$ cat src/rtl/bf_data_unit.sv
// Data-memory initiator: owns the data pointer and runs cell commands as RAM read/modify/write sequences.
// Optional BF_DP_TRAP_EN: pointer moves off either end are blocked and raise a sticky ERR output.
module bf_data_unit #(
    parameter int DA_WIDTH = 11,
    parameter int DD_WIDTH = 8
) (
    input  logic                CLK,
    input  logic                RST_N,
    input  logic                CMD_VALID,
    output logic                CMD_READY,
    input  logic [2:0]          CMD,
    input  logic [DD_WIDTH-1:0] WDATA,
    output logic                RSP_VALID,
    output logic [DD_WIDTH-1:0] RSP_DATA,
    output logic                RSP_ZERO,
    output logic [DA_WIDTH-1:0] DP,
    output logic [DA_WIDTH-1:0] MEM_A,
    output logic [DD_WIDTH-1:0] MEM_DIN,
    input  logic [DD_WIDTH-1:0] MEM_DOUT,
    output logic                MEM_EN,
    output logic                MEM_WE
`ifdef BF_DP_TRAP_EN
    ,
    output logic                ERR
`endif
);

    localparam logic [1:0] ST_IDLE = 2'd0;
    localparam logic [1:0] ST_RD   = 2'd1;
    localparam logic [1:0] ST_EX   = 2'd2;
    localparam logic [1:0] ST_DONE = 2'd3;

    localparam logic [2:0] CMD_NOP   = 3'd0;
    localparam logic [2:0] CMD_INC   = 3'd1;
    localparam logic [2:0] CMD_DEC   = 3'd2;
    localparam logic [2:0] CMD_LEFT  = 3'd3;
    localparam logic [2:0] CMD_RIGHT = 3'd4;
    localparam logic [2:0] CMD_LOAD  = 3'd5;
    localparam logic [2:0] CMD_STORE = 3'd6;
    localparam logic [2:0] CMD_CLEAR = 3'd7;

`ifdef BF_DP_TRAP_EN
    localparam bit DP_TRAP = 1'b1;
`else
    localparam bit DP_TRAP = 1'b0;
`endif

    logic [1:0]          state_reg;
    logic [2:0]          cmd_reg;
    logic [DD_WIDTH-1:0] wdata_reg;
    logic [DA_WIDTH-1:0] dp_reg, dp_next;
    logic [DD_WIDTH-1:0] rsp_data_reg;
    logic                rsp_zero_reg;
    logic                accept;
    logic                left_blocked, right_blocked;
    logic                is_write;
    logic [DD_WIDTH-1:0] new_val;

    assign accept        = (state_reg == ST_IDLE) && CMD_VALID;
    assign left_blocked  = DP_TRAP && (dp_reg == '0);
    assign right_blocked = DP_TRAP && (dp_reg == '1);
    assign is_write      = (cmd_reg == CMD_INC) || (cmd_reg == CMD_DEC) ||
                           (cmd_reg == CMD_STORE) || (cmd_reg == CMD_CLEAR);

    // Pointer moves take effect on the acceptance edge so the following read sees the new cell.
    always_comb begin
        dp_next = dp_reg;
        if (accept) begin
            if (CMD == CMD_LEFT && !left_blocked)
                dp_next = dp_reg - DA_WIDTH'(1);
            else if (CMD == CMD_RIGHT && !right_blocked)
                dp_next = dp_reg + DA_WIDTH'(1);
        end
    end

    always_comb begin
        new_val = MEM_DOUT;
        case (cmd_reg)
            CMD_INC:   new_val = MEM_DOUT + DD_WIDTH'(1);
            CMD_DEC:   new_val = MEM_DOUT - DD_WIDTH'(1);
            CMD_STORE: new_val = wdata_reg;
            CMD_CLEAR: new_val = '0;
            default:   new_val = MEM_DOUT;
        endcase
    end

    // RAM strobes depend only on registered state, never on the incoming request.
    always_comb begin
        MEM_EN  = 1'b0;
        MEM_WE  = 1'b0;
        MEM_A   = '0;
        MEM_DIN = '0;
        if (state_reg == ST_RD) begin
            MEM_EN = 1'b1;
            MEM_A  = dp_reg;
        end else if (state_reg == ST_EX && is_write) begin
            MEM_EN  = 1'b1;
            MEM_WE  = 1'b1;
            MEM_A   = dp_reg;
            MEM_DIN = new_val;
        end
    end

    always_ff @(posedge CLK or negedge RST_N) begin
        if (!RST_N) begin
            state_reg    <= ST_IDLE;
            cmd_reg      <= CMD_NOP;
            wdata_reg    <= '0;
            dp_reg       <= '0;
            rsp_data_reg <= '0;
            rsp_zero_reg <= 1'b1;
        end else begin
            dp_reg <= dp_next;
            case (state_reg)
                ST_IDLE: begin
                    if (CMD_VALID) begin
                        cmd_reg   <= CMD;
                        wdata_reg <= WDATA;
                        state_reg <= (CMD == CMD_NOP) ? ST_DONE : ST_RD;
                    end
                end
                ST_RD:   state_reg <= ST_EX;
                ST_EX: begin
                    rsp_data_reg <= new_val;
                    rsp_zero_reg <= (new_val == '0);
                    state_reg    <= ST_DONE;
                end
                default: state_reg <= ST_IDLE;
            endcase
        end
    end

`ifdef BF_DP_TRAP_EN
    logic err_reg;

    always_ff @(posedge CLK or negedge RST_N) begin
        if (!RST_N)
            err_reg <= 1'b0;
        else if (accept && ((CMD == CMD_LEFT && left_blocked) || (CMD == CMD_RIGHT && right_blocked)))
            err_reg <= 1'b1;
    end

    assign ERR = err_reg;
`endif

    assign CMD_READY = (state_reg == ST_IDLE);
    assign RSP_VALID = (state_reg == ST_DONE);
    assign RSP_DATA  = rsp_data_reg;
    assign RSP_ZERO  = rsp_zero_reg;
    assign DP        = dp_reg;

endmodule

$ cat config.mk
export PLATFORM = sky130hd
export DESIGN_NAME = bf_data_unit
export DESIGN_NICKNAME = d
export VERILOG_FILES = /design/src/rtl/bf_data_unit.sv
export SDC_FILE = /design/constraint.sdc
export NUM_CORES = 1
export LEC_CHECK = 0
export CORE_ASPECT_RATIO = 1.75
export CORE_MARGIN = 2
export CORE_UTILIZATION = 42
export CTS_CLUSTER_SIZE = 28
export DETAILED_ROUTE_END_ITERATION = 10
export MAX_ROUTING_LAYER = met4
export PLACE_DENSITY = 0.76
export SYNTH_ARGS = -nofsm -noshare
export SYNTH_HDL_FRONTEND = slang
export SYNTH_SLANG_ARGS = --single-unit
$ cat constraint.sdc
create_clock -name CLK -period 4.3 [get_ports CLK]
set_clock_uncertainty 0.1 [all_clocks]
set_input_delay 1.075 -clock CLK [delete_from_list [all_inputs] [get_ports CLK]]
set_output_delay 1.075 -clock CLK [all_outputs]
set_load 0.02 [all_outputs]
==> run_1/util_map.png <==
Drawn at 3 px/um. 6 x 11 tiles, from black (low) to pale yellow (high), 0 to 100% covered.
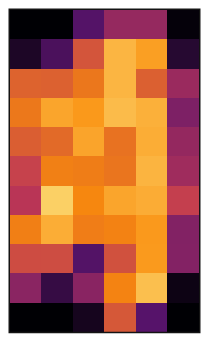
fullest tile: 90%
nearly empty tiles: 9.1%
mean over tiles: 52%
densest ninth of the die: centre

==> run_1/clock_wires.png <==
Drawn at 6 px/um.
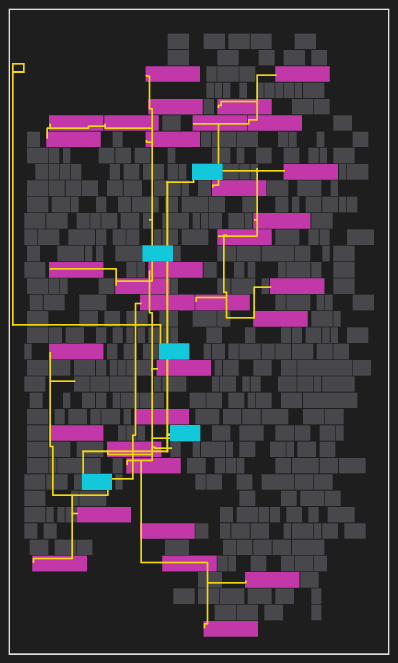
[yellow] clock wires | length: 534 um
[magenta] flip-flops | count: 33
[cyan] clock-net drivers | count: 5
routed clock nets: 6

==> reports/results.env, run 1 <==
FINAL_LAYOUT_SIZE_SUFFIX_GT1_SHARE_PCT=19.18
SETUP-VIOLATIONS-FINAL=0
MAXIMUM_NUMBER_OF_PINS_ON_ONE_NET_BEFORE_GLOBAL_ROUTE_REPAIR=34
SYNTHMOSTINSTANTIATEDCELL='sky130_fd_sc_hd__nor2_1'
WHS_PATH_DEPTH=1
POSTROUTEWIRELENGTH_UM=7028
WL_MET3_UM=319
POWER.GROUP.TOP='combinational logic'
CLOCK_TREE.BUFFER_DEPTH=2
SYNTH.AVG_CELL_AREA_SQ_UM=8.440
FINALCLOCKPERIODUSAGE_PCT=97.22
FP_UTIL_PCT=43.50
NETLIST_AREA_SQ_UM=2557
N_ALL_INVERTERS=15
GRT_ANTENNA_BEFORE_REPAIR=0
POST-ROUTE-MIN-PERIOD_NS=4.181
1ST_ITER_DRT_VIOLS=94
STAGE_LOG_WARNING_COUNT=29
WORST_CASE_HEADROOM_TO_THE_MAX_SLEW_LIMIT_PCT=47.22
CAP_VIOLATIONS=0
PRE_CTS_WS_NS=-0.5939
POST-CTS-SETUP-BUFFERS=0
PORT_BUFFERS=64
ROOT_BUFFER='sky130_fd_sc_hd__clkbuf_8'
HOLDCRITPATHCLASS='flip-flop to flip-flop'
HOLD_END='wdata_reg[0]$_DFFE_PN0P_'
OUTCOME='complete, no violations'
FP.COREAREA_SQ_UM=5879
GLOBAL_ROUTE.PEAK_USAGE_LAYER='met2'
REG2REG_TO='RSP_ZERO$_DFFE_PN1N_'
HP-START='wdata_reg[0]$_DFFE_PN0P_'
SYNTH.FF_LATCH_COUNT=33
LAYOUT_TOP_CELL='sky130_fd_sc_hd__clkdlybuf4s50_1'
CLOCK_BUFFER_COUNT=5
ANT_NETS=0
CP_DEPTH=10
NETLIST_TOP_CELLS_AREA='sky130_fd_sc_hd__dfrtp_1 31%, sky130_fd_sc_hd__ha_1 7.8%, sky130_fd_sc_hd__mux2_2 5.3%'
WORST_PATH_CELL_TRACE='dlygate4sd2_1 -> xnor2_1 -> ha_2 -> buf_4 -> or4_1 -> a311oi_1 -> a2111oi_1 -> buf_4 -> nor2_1 -> buf_4'
POWER.COMBINATIONAL.FRACTION_PCT=69.6
SYNTHTOLAYOUTAREAGROWTH_PCT=41.63
CRITICAL_PATH.MAX_FANOUT=5
SYNTH_CELL_TYPES=53
DIE_AREA_SQ_UM=6754
GRT_SETUP_UNREPAIRED='false'
GRT-OVFL-TOTAL=0
CPMOSTUSEDCELL='sky130_fd_sc_hd__buf_4'
SYNTHARSTFLOPSHARE_PCT=100.0
YS_AREA_SQ_UM=2557
LAYOUT.FILLER_CELLS=531
REGAREA_SQ_UM=827.0
NETSWITCHINGPOWER_mW=1.214
DIE_HEIGHT_UM=107.2
MAPPEDNETLISTNETS=342
WL_MET2_UM=3913
GPL.FINAL_WEIGHTED_CONGESTION=0.9423
YS_CELLS=303
REPORT.POWER.TOTAL_mW=2.678
P_LEAK_nW=1.601
CRITPATHLAUNCHTYPE='primary input'
COMB_SHARE_PCT=45.80
FINALMAXSLEWVIOLATIONS=0
VDD_DROP_MAX_uV=436.4
DOMINANTREGCELLSYNTH='sky130_fd_sc_hd__dfrtp_1'
FINAL_WORST_SETUP_SLACK_NS=0.1194
CTS_MAX_LEVEL=2
WORSTSETUPPATHTYPE='primary input to output pin'
SEQPWRFRAC_PCT=21.5
ROUTED_WL_PER_CELL_UM=14.99
==> run_1/class_map.png <==
Drawn at 4 px/um. Fill, decap, tap and diode cells in grey.
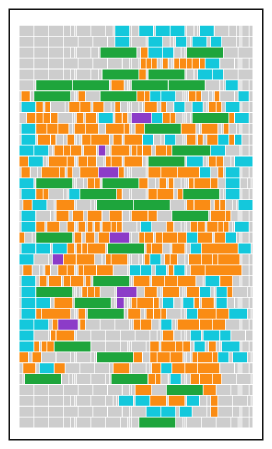
[purple] clock drivers and dummy loads | cells: 8
[cyan] remaining buffers and delay cells | cells: 98
[orange] remaining logic cells | cells: 252
[green] registers | cells: 33

[run 1: cell families (layout without fill, tap and decap cells)]
group	count (synthesis)	in the layout	share of synthesized area [%]
AND-OR/OR-AND	74	74	19.67
multiplexers	13	13	5.675
buffers and inverters	33	121	5.235
adder cells (fa/ha/maj)	17	17	8.611
flip-flops	33	33	32.34
XOR/XNOR	14	14	4.795
AND/OR/NAND/NOR	119	119	23.68
[run 1: metrics by stage]
| step | hold WS [ns] | utilization [%] |
|---|---|---|
| floorplan | 0.3719 | - |
| global placement | 0.3832 | 59.16 |
| detailed placement | 0.3819 | 59.16 |
| CTS | 0.4032 | 61.06 |
| global route | 0.4136 | 61.61 |
| finish | 0.4011 | 61.61 |
==> run_1/closeup.png <==
Region (19, 41) to (44, 66) um. Cells in grey, sequential cells in the stronger grey; small squares are vias.
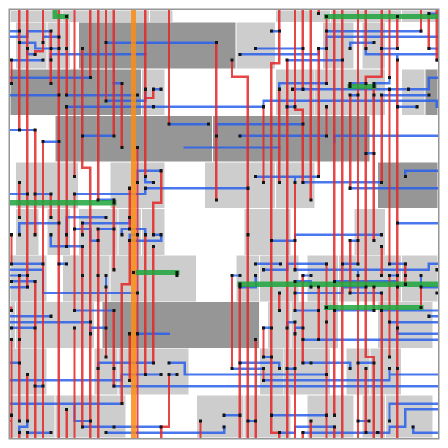

==> run 1 -> run 2 <==
--- a/config.mk
+++ b/config.mk
@@ -12,6 +12,7 @@
 export DETAILED_ROUTE_END_ITERATION = 10
 export MAX_ROUTING_LAYER = met4
 export PLACE_DENSITY = 0.76
+export SKIP_CTS_REPAIR_TIMING = 1
 export SYNTH_ARGS = -nofsm -noshare
 export SYNTH_HDL_FRONTEND = slang
 export SYNTH_SLANG_ARGS = --single-unit
==> run_2/closeup.png <==
Region (19, 41) to (44, 66) um. Cells in grey, sequential cells in the stronger grey; small squares are vias.
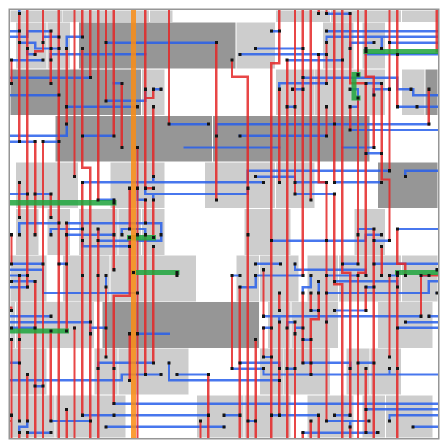
[green] M3
[blue] M1
[red] M2
[orange] M4
netlist names of flops here include: cmd_reg (2)
most frequent: nand2_1 (8), buf_4 (6), dfrtp_1 (5)
cells with their middle in the window: 50
sequential cells in the window: 5

==> run_2/clock_wires.png <==
Drawn at 6 px/um.
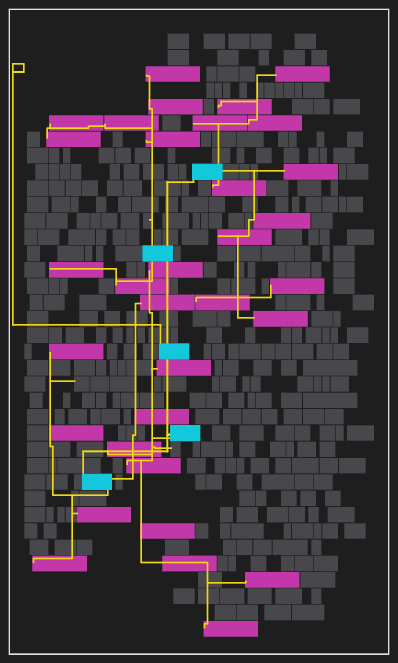
[magenta] flip-flops | count: 33
[yellow] clock wires | length: 531 um
[cyan] clock-net drivers | count: 5
routed clock nets: 6

==> run_2/util_map.png <==
Drawn at 3 px/um. 6 x 11 tiles, from black (low) to pale yellow (high), 0 to 100% covered.
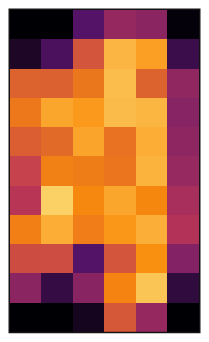
nearly empty tiles: 9.1%
densest ninth of the die: centre
mean over tiles: 53%

==> run 2 against run 1 <==
Total power increased by 0.52%. Register-to-register slack got worse by 0.02 ns. Flip-flop count unchanged. Critical path type unchanged. Largest power group unchanged.
==> reports/results.env, run 2 <==
OUTCOME='complete, no violations'
1ST_ITER_DRT_VIOLS=99  # +5.3%
FINAL_CORE_UTIL_PCT=62.20  # +0.60 points
PORT_BUFFERS=64  # unchanged
FA_HA_AREA_SHARE_PCT=8.611  # unchanged
FINAL_LAYOUT_SIZE_SUFFIX_GT1_SHARE_PCT=19.44  # +0.26 points
GRT-OVFL-TOTAL=0  # unchanged
CLOCK_TREE.BUFFER_DEPTH=2  # unchanged
REG2REG_TO='RSP_ZERO$_DFFE_PN1N_'
MUX_AREA_SHARE_PCT=5.675  # unchanged
NETLIST_TOP_CELLS_AREA='sky130_fd_sc_hd__dfrtp_1 31%, sky130_fd_sc_hd__ha_1 7.8%, sky130_fd_sc_hd__mux2_2 5.3%'
ANT_NETS=0  # unchanged
GRT_SETUP_UNREPAIRED='false'
YS_AREA_SQ_UM=2557  # unchanged
GRT_ANTENNA_BEFORE_REPAIR=0  # unchanged
FINALCLOCKPERIODUSAGE_PCT=96.19  # -1.0 points
YS_CELLS=303  # unchanged
YS_SH_XOR_PCT=4.795  # unchanged
WORST_CASE_HEADROOM_TO_THE_MAX_SLEW_LIMIT_PCT=47.05  # -0.17 points
CAP_VIOLATIONS=0  # unchanged
SETUP-VIOLATIONS-FINAL=0  # unchanged
WORSTSETUPPATHTYPE='primary input to output pin'
MAXIMUM_NUMBER_OF_PINS_ON_ONE_NET_BEFORE_GLOBAL_ROUTE_REPAIR=34  # unchanged
FP.COREAREA_SQ_UM=5879  # unchanged
CP_DEPTH=11  # +1
NETSWITCHINGPOWER_mW=1.222  # +0.65%
FINAL_WORST_SETUP_SLACK_NS=0.1638  # +0.04447 ns
SYNTHMOSTINSTANTIATEDCELL='sky130_fd_sc_hd__nor2_1'
HP-START='DP[10]$_DFFE_PN0P_'
LAYOUT_TOP_CELL='sky130_fd_sc_hd__clkdlybuf4s50_1'
CTS_MAX_LEVEL=2  # unchanged
GPL.FINAL_WEIGHTED_CONGESTION=0.9423  # unchanged
CRITPATHLAUNCHTYPE='primary input'
SYNTH.FF_LATCH_COUNT=33  # unchanged
WHS_PATH_DEPTH=1  # unchanged
VDD_DROP_MAX_uV=436.1  # about the same
POWER.COMBINATIONAL.FRACTION_PCT=69.8  # +0.2 points
FP_UTIL_PCT=43.50  # unchanged
SYNTHARSTFLOPSHARE_PCT=100.0  # unchanged
DOMINANTREGCELLSYNTH='sky130_fd_sc_hd__dfrtp_1'
POST-ROUTE-MIN-PERIOD_NS=4.136  # -0.04446 ns
YOSYS.AREA_SHARE.AOI_PCT=19.67  # unchanged
STAGE_LOG_WARNING_COUNT=29  # unchanged
CRITICAL_PATH.MAX_FANOUT=3  # -2
ROUTED_WL_PER_CELL_UM=15.02  # +0.24%
NETLIST_AREA_SQ_UM=2557  # unchanged
DIE_AREA_SQ_UM=6754  # unchanged
SYNTH.AVG_CELL_AREA_SQ_UM=8.440  # unchanged
YOSYS-DOMINANT-COMB-FAMILY='simple AND/OR/NAND/NOR gates'
FINALMAXSLEWVIOLATIONS=0  # unchanged
SYNTHTOLAYOUTAREAGROWTH_PCT=43.00
DIE_HEIGHT_UM=107.2  # unchanged
HOLD_END='DP[10]$_DFFE_PN0P_'
POSTROUTEWIRELENGTH_UM=7045  # +0.24%
PRE_CTS_WS_NS=-0.5939  # unchanged
ROOT_BUFFER='sky130_fd_sc_hd__clkbuf_8'
run 2: cell counts after synthesis:
No cell type changed its count.
run 2: layout make-up:
class / instances / area, sq um / area share (%)
clock buffers: 5 / 68.82 / 1.882
clock inverters: 3 / 17.52 / 0.4790
inverters: 15 / 61.31 / 1.676
multi-input cells: 237 / 1679 / 45.91
flip-flops and latches: 33 / 827.0 / 22.61
well taps: 78 / 97.59 / 2.668
repair buffers: 98 / 905.9 / 24.77
run 2: per-layer routing:
metal | global-route usage [%] | routed length (um) | vias up | share of wire, %
met4 | 9.048 | 155 | 0 | 2.2
li1 | - | - | 1250 | -
met5 | - | 0 | - | 0
met2 | 41.72 | 3924 | 76 | 56
met1 | 23.34 | 2673 | 1236 | 38
met3 | 3.253 | 291 | 13 | 4.1
No activity file was given, so power comes from the tool's default toggle rates.
